--- src/rtl/wb_matvec_engine.sv ---
// Wishbone NxN matrix-vector engine: input vector FIFO, a per-row dot-product datapath, and a result FIFO.
// Signed or unsigned arithmetic, with sticky input-overflow, accumulator-overflow and read-underflow flags.
module wb_matvec_engine #(
  parameter logic [31:0] BASE_ADDRESS = 32'h3000_0000,
  parameter int N         = 3,
  parameter int DW        = 8,
  parameter int ACC_W     = 16,
  parameter int IN_DEPTH  = 4,
  parameter int RES_DEPTH = 8
) (
  input  logic        caravel_wb_clk_i,
  input  logic        caravel_wb_rst_i,
  input  logic        caravel_wb_stb_i,
  input  logic        caravel_wb_cyc_i,
  input  logic        caravel_wb_we_i,
  input  logic [3:0]  caravel_wb_sel_i,
  input  logic [31:0] caravel_wb_dat_i,
  input  logic [31:0] caravel_wb_adr_i,
  output logic        caravel_wb_ack_o,
  output logic [31:0] caravel_wb_dat_o
);
  localparam int VW  = N * DW;
  localparam int SW  = ACC_W + 2;
  localparam int IAW = $clog2(IN_DEPTH);
  localparam int RAW = $clog2(RES_DEPTH);
  localparam int WCW = $clog2(N + 1);
  localparam int RW  = (N > 1) ? $clog2(N) : 1;
  localparam logic [IAW:0]   IN_MAX  = (IAW+1)'(IN_DEPTH);
  localparam logic [RAW:0]   RES_MAX = (RAW+1)'(RES_DEPTH);
  localparam logic [WCW-1:0] W_MAX   = WCW'(N);
  localparam logic [RW-1:0]  R_LAST  = RW'(N - 1);

  typedef enum logic [1:0] {IDLE, LOAD, COMP} state_t;
  state_t state, state_nx;

  logic clk, rst;
  assign clk = caravel_wb_clk_i;
  assign rst = caravel_wb_rst_i;

  logic unused_bits;
  assign unused_bits = ^{caravel_wb_sel_i, caravel_wb_dat_i};

  logic [31:0] off, rdata;
  logic [2:0]  rsel;
  logic take, wr_ctrl, wr_w, wr_in, rd_res, clr;
  logic run, sgn, busy, wv;
  logic in_ovf, acc_ovf, res_udf;

  // A request is taken only while ack is low, so each bus cycle completes exactly once.
  assign off     = caravel_wb_adr_i - BASE_ADDRESS;
  assign rsel    = off[4:2];
  assign take    = caravel_wb_stb_i & caravel_wb_cyc_i & ~caravel_wb_ack_o
                 & (off < 32'd20) & (off[1:0] == 2'b00);
  assign wr_ctrl = take & caravel_wb_we_i & (rsel == 3'd0);
  assign wr_w    = take & caravel_wb_we_i & (rsel == 3'd2);
  assign wr_in   = take & caravel_wb_we_i & (rsel == 3'd3);
  assign rd_res  = take & ~caravel_wb_we_i & (rsel == 3'd4);
  assign clr     = wr_ctrl & caravel_wb_dat_i[1];

  // Weights
  logic [N-1:0][VW-1:0] w;
  logic [WCW-1:0]       w_cnt;
  assign wv = (w_cnt == W_MAX);

  // Input FIFO
  logic [VW-1:0]  in_mem [IN_DEPTH];
  logic [IAW-1:0] in_wp, in_rp;
  logic [IAW:0]   in_cnt;
  logic in_full, in_empty, in_push, in_pop;
  assign in_full  = (in_cnt == IN_MAX);
  assign in_empty = (in_cnt == '0);
  assign in_push  = wr_in & ~in_full;

  // Result FIFO
  logic [ACC_W-1:0] res_mem [RES_DEPTH];
  logic [RAW-1:0]   res_wp, res_rp;
  logic [RAW:0]     res_cnt;
  logic res_full, res_empty, res_push, res_pop;
  assign res_full  = (res_cnt == RES_MAX);
  assign res_empty = (res_cnt == '0);
  assign res_pop   = rd_res & ~res_empty;

  // Datapath: one multiplier per column, products extended to SW bits before summing.
  logic [VW-1:0]        x_reg, row;
  logic [RW-1:0]        r;
  logic [N-1:0][SW-1:0] prod;
  logic [SW-1:0]        sum;
  logic                 ovf;
  assign row = w[r];

  for (genvar c = 0; c < N; c++) begin : g_lane
    logic [DW-1:0] a, b;
    logic [SW-1:0] ae, be;
    assign a       = row[c*DW +: DW];
    assign b       = x_reg[c*DW +: DW];
    assign ae      = sgn ? SW'($signed(a)) : SW'(a);
    assign be      = sgn ? SW'($signed(b)) : SW'(b);
    assign prod[c] = ae * be;
  end

  always_comb begin
    sum = '0;
    for (int c = 0; c < N; c++) sum = sum + prod[c];
  end

  // Signed overflow: bits above the ACC_W sign bit must all match it.
  assign ovf = sgn ? ~((&sum[SW-1:ACC_W-1]) | ~(|sum[SW-1:ACC_W-1]))
                   : (|sum[SW-1:ACC_W]);

  always_ff @(posedge clk) begin
    if (rst) state <= IDLE;
    else if (clr) state <= IDLE;
    else state <= state_nx;
  end

  always_comb begin
    state_nx = state;
    case (state)
      IDLE: if (run && wv && !in_empty) state_nx = LOAD;
      LOAD: state_nx = COMP;
      COMP: if (res_push && r == R_LAST) state_nx = (run && !in_empty) ? LOAD : IDLE;
      default: state_nx = IDLE;
    endcase
  end

  always_comb begin
    in_pop   = (state == LOAD) & ~in_empty;
    res_push = (state == COMP) & ~res_full;
    busy     = (state != IDLE);
  end

  always_ff @(posedge clk) begin
    if (rst || clr) begin
      r     <= '0;
      x_reg <= '0;
    end else if (in_pop) begin
      x_reg <= in_mem[in_rp];
      r     <= '0;
    end else if (res_push) begin
      r <= (r == R_LAST) ? '0 : r + 1'b1;
    end
  end

  always_ff @(posedge clk) begin
    if (rst || clr) begin
      in_wp <= '0; in_rp <= '0; in_cnt <= '0;
    end else begin
      if (in_push) begin
        in_mem[in_wp] <= caravel_wb_dat_i[VW-1:0];
        in_wp <= in_wp + 1'b1;
      end
      if (in_pop) in_rp <= in_rp + 1'b1;
      in_cnt <= in_cnt + (IAW+1)'(in_push) - (IAW+1)'(in_pop);
    end
  end

  always_ff @(posedge clk) begin
    if (rst || clr) begin
      res_wp <= '0; res_rp <= '0; res_cnt <= '0;
    end else begin
      if (res_push) begin
        res_mem[res_wp] <= sum[ACC_W-1:0];
        res_wp <= res_wp + 1'b1;
      end
      if (res_pop) res_rp <= res_rp + 1'b1;
      res_cnt <= res_cnt + (RAW+1)'(res_push) - (RAW+1)'(res_pop);
    end
  end

  always_ff @(posedge clk) begin
    if (rst || clr) begin
      w <= '0; w_cnt <= '0;
      in_ovf <= 1'b0; acc_ovf <= 1'b0; res_udf <= 1'b0;
    end else begin
      if (wr_w && !wv) begin
        w[w_cnt] <= caravel_wb_dat_i[VW-1:0];
        w_cnt    <= w_cnt + 1'b1;
      end
      if (wr_in && in_full)     in_ovf  <= 1'b1;
      if (res_push && ovf)      acc_ovf <= 1'b1;
      if (rd_res && res_empty)  res_udf <= 1'b1;
    end
  end

  always_comb begin
    rdata = '0;
    case (rsel)
      3'd0: rdata = {29'd0, sgn, 1'b0, run};
      3'd1: rdata = {8'd0, 8'(res_cnt), 4'(in_cnt), 3'd0, res_udf, acc_ovf, in_ovf,
                     res_empty, res_full, in_empty, in_full, busy, wv};
      3'd4: if (!res_empty) rdata = sgn ? 32'($signed(res_mem[res_rp])) : 32'(res_mem[res_rp]);
      default: rdata = '0;
    endcase
  end

  always_ff @(posedge clk) begin
    if (rst) begin
      caravel_wb_ack_o <= 1'b0;
      caravel_wb_dat_o <= '0;
      run <= 1'b0;
      sgn <= 1'b0;
    end else begin
      caravel_wb_ack_o <= take;
      if (take) caravel_wb_dat_o <= caravel_wb_we_i ? '0 : rdata;
      if (wr_ctrl) begin
        run <= caravel_wb_dat_i[0];
        sgn <= caravel_wb_dat_i[2];
      end
    end
  end
endmodule

--- config.mk ---
export PLATFORM = sky130hd
export DESIGN_NAME = wb_matvec_engine
export DESIGN_NICKNAME = d
export VERILOG_FILES = /design/src/rtl/wb_matvec_engine.sv
export SDC_FILE = /design/constraint.sdc
export NUM_CORES = 1
export LEC_CHECK = 0
export ABC_CLOCK_PERIOD_IN_PS = 10050
export CAP_MARGIN = 20
export CORE_MARGIN = 1.5
export CORE_UTILIZATION = 25
export DETAILED_ROUTE_END_ITERATION = 8
export SLEW_MARGIN = 20
export SYNTH_ARGS = -nofsm -noshare
export SYNTH_HDL_FRONTEND = slang
export SYNTH_SLANG_ARGS = --single-unit
--- constraint.sdc ---
create_clock -name caravel_wb_clk_i -period 10.05 [get_ports caravel_wb_clk_i]
set_input_delay 2.01 -clock caravel_wb_clk_i [delete_from_list [all_inputs] [get_ports caravel_wb_clk_i]]
set_output_delay 2.01 -clock caravel_wb_clk_i [all_outputs]
set_load 0.01 [all_outputs]
ff_map.png
Drawn at 1 px/um. Other sequential cells in the stronger gray, the rest of the logic in the fainter gray.
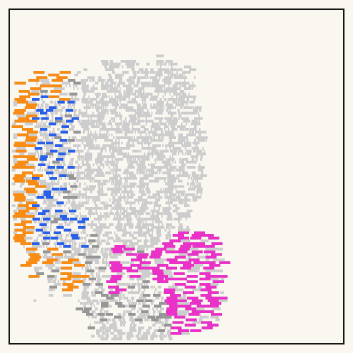
blue -> w  # placed flops 72, where middle left
orange -> in_mem  # placed flops 96
magenta -> res_mem  # placed flops 128, where bottom center
not colored = 77
core utilization of the finished layout: 29.0%
power attributed to sequential cells: 0.00161 W

util_map.png
33 x 33 tiles, from dark purple (low) to yellow (high), 0 to 100% covered.
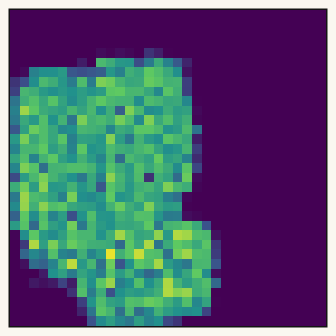
densest ninth of the die = middle left
tiles over 75% full = 4.5%
mean over tiles = 27%
nearly empty tiles = 52%
fullest tile = 97%
standard cell core area: 108000 um2
Initial Utilization: 25.3%

port_trees.png
Drawn at 1 px/um.
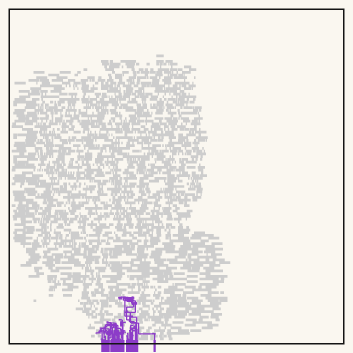
purple -> caravel_wb_adr_i  # bits 32, direction input, edge bottom, end cells 28, buffers 32, wire 880 um
Ports: 106
total of buffers placed on input and output ports: 93

clock_nets.png
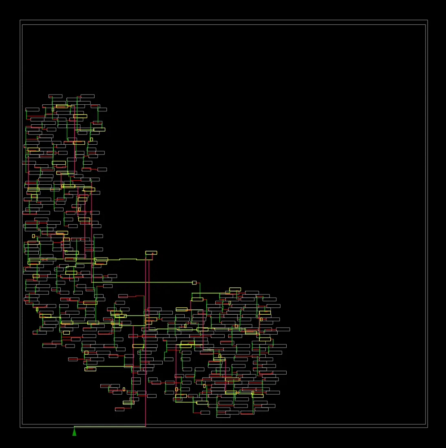
clock sinks: 373
clock tree skew after final layout: 72.2 ps
clock latency on the worst-skew pair: 590 ps

==> summary.txt <==
State of the implementation.

- The adder and majority cell fraction of the synthesized area is 32.7%, for reference.
- The critical path's largest stage delay is 710 ps, for reference.
- The launch point of the worst hold path is w[43]$_SDFFE_PP0P_, for reference.
- The number of flip-flops under the largest register name is 128, for reference.
- The cell-mix breakdown from Yosys lists the simple-gate area share as 10.6%.
- The number of max-cap violations is 0, for reference.
- The first detailed-routing pass took 5 iterations.
- Per the TritonCTS log, the buffer count is 38.
- The highest-count logic cell in the final layout is sky130_fd_sc_hd__inv_1, for reference.
- Once the clock tree was built, the setup fixing pass inserted 0 buffers.
- CTS placed an instance of sky130_fd_sc_hd__clkbuf_16 at the clock tree root.
- TritonRoute reported its final design rule violation total as 0.
- The peak fanout along the critical path is 14, for reference.
- The initial antenna violation count came to 0.
- After synthesis, the design contains 2423 cells according to Yosys.
- The most frequent cell after synthesis is sky130_fd_sc_hd__inv_1, for reference.
- In the final layout, the registers with the most flip-flops are res_mem x128, in_mem x96, w x72.
- Headroom to the max-slew limit came out at 27.3%.
- The run finished with clean final reports.
- The number of nets in the synthesized netlist is 3004.
- Counting stages on the worst path, the most repeated cell is sky130_fd_sc_hd__fa_1.
- In this run the number of H-tree levels came out at 2.
- Setup repair after global routing left no endpoint under its margin.
- The hold violation total from the final report is 0, for reference.
- The clock tree buffer depth is 3, for reference.
- The number of global-route vias before repair was 17600.
routing by layer:
metal  share of wire [%]  up-vias  GRT usage (%)
met3                 3.8       60           1.33
met5                   0        -              0
li1                    -     7888              -
met2                  49      270           20.0
met1                  45     8447           15.1
met4                 1.5        0           2.39
critical path, delay by kind of cell (launching register included):
family	cells	cell delay, ps
adders and majority gates	10	5080
buffers and inverters	8	1080
AOI/OAI and AO/OA	5	990
and+or+nand+nor	6	1140
DFF	1	550
xor gates and xnor gates	1	220
muxes	1	100
through the flow:
step / power [W] / setup slack [ps] / utilization [%] / cell area, um2 / instances
after floorplan: 0.00165 / 1740 / - / 27200 / 2423
after global placement: 0.00169 / 796 / 27.7 / 29800 / 3857
after detailed placement: 0.00169 / 739 / 27.7 / 29800 / 3857
after CTS: 0.00321 / 771 / 29.0 / 31100 / 3927
after global routing: 0.00327 / 404 / 29.0 / 31100 / 3928
final: 0.00318 / 809 / 29.0 / 31100 / 3928
layout make-up:
class / instances / area, um2 / area share [%]
Inverter: 427 / 1600 / 5.15
Tap cell: 1403 / 1760 / 5.64
Multi-Input combinational cell: 1517 / 15400 / 49.6
Clock inverter: 23 / 315 / 1.01
Sequential cell: 373 / 9710 / 31.2
Clock buffer: 47 / 1040 / 3.33
Timing Repair Buffer: 138 / 1280 / 4.10
power breakdown:
part	internal [W]	total (W)	switching, W
Combinational	0.0000234	0.0000520	0.0000287
Sequential	0.00161	0.00161	0.00000000000000521
Clock	0.000899	0.00152	0.000618
logic make-up (layout without fill, tap and decap cells):
kind of cell / after synthesis / count (layout)
flops: 373 / 373
mux: 102 / 102
compound gates: 199 / 199
xor+xnor: 81 / 81
fa+ha+maj: 508 / 508
buf+inv: 533 / 635
simple gates: 627 / 627
No activity file was given, so power comes from the tool's default toggle rates.
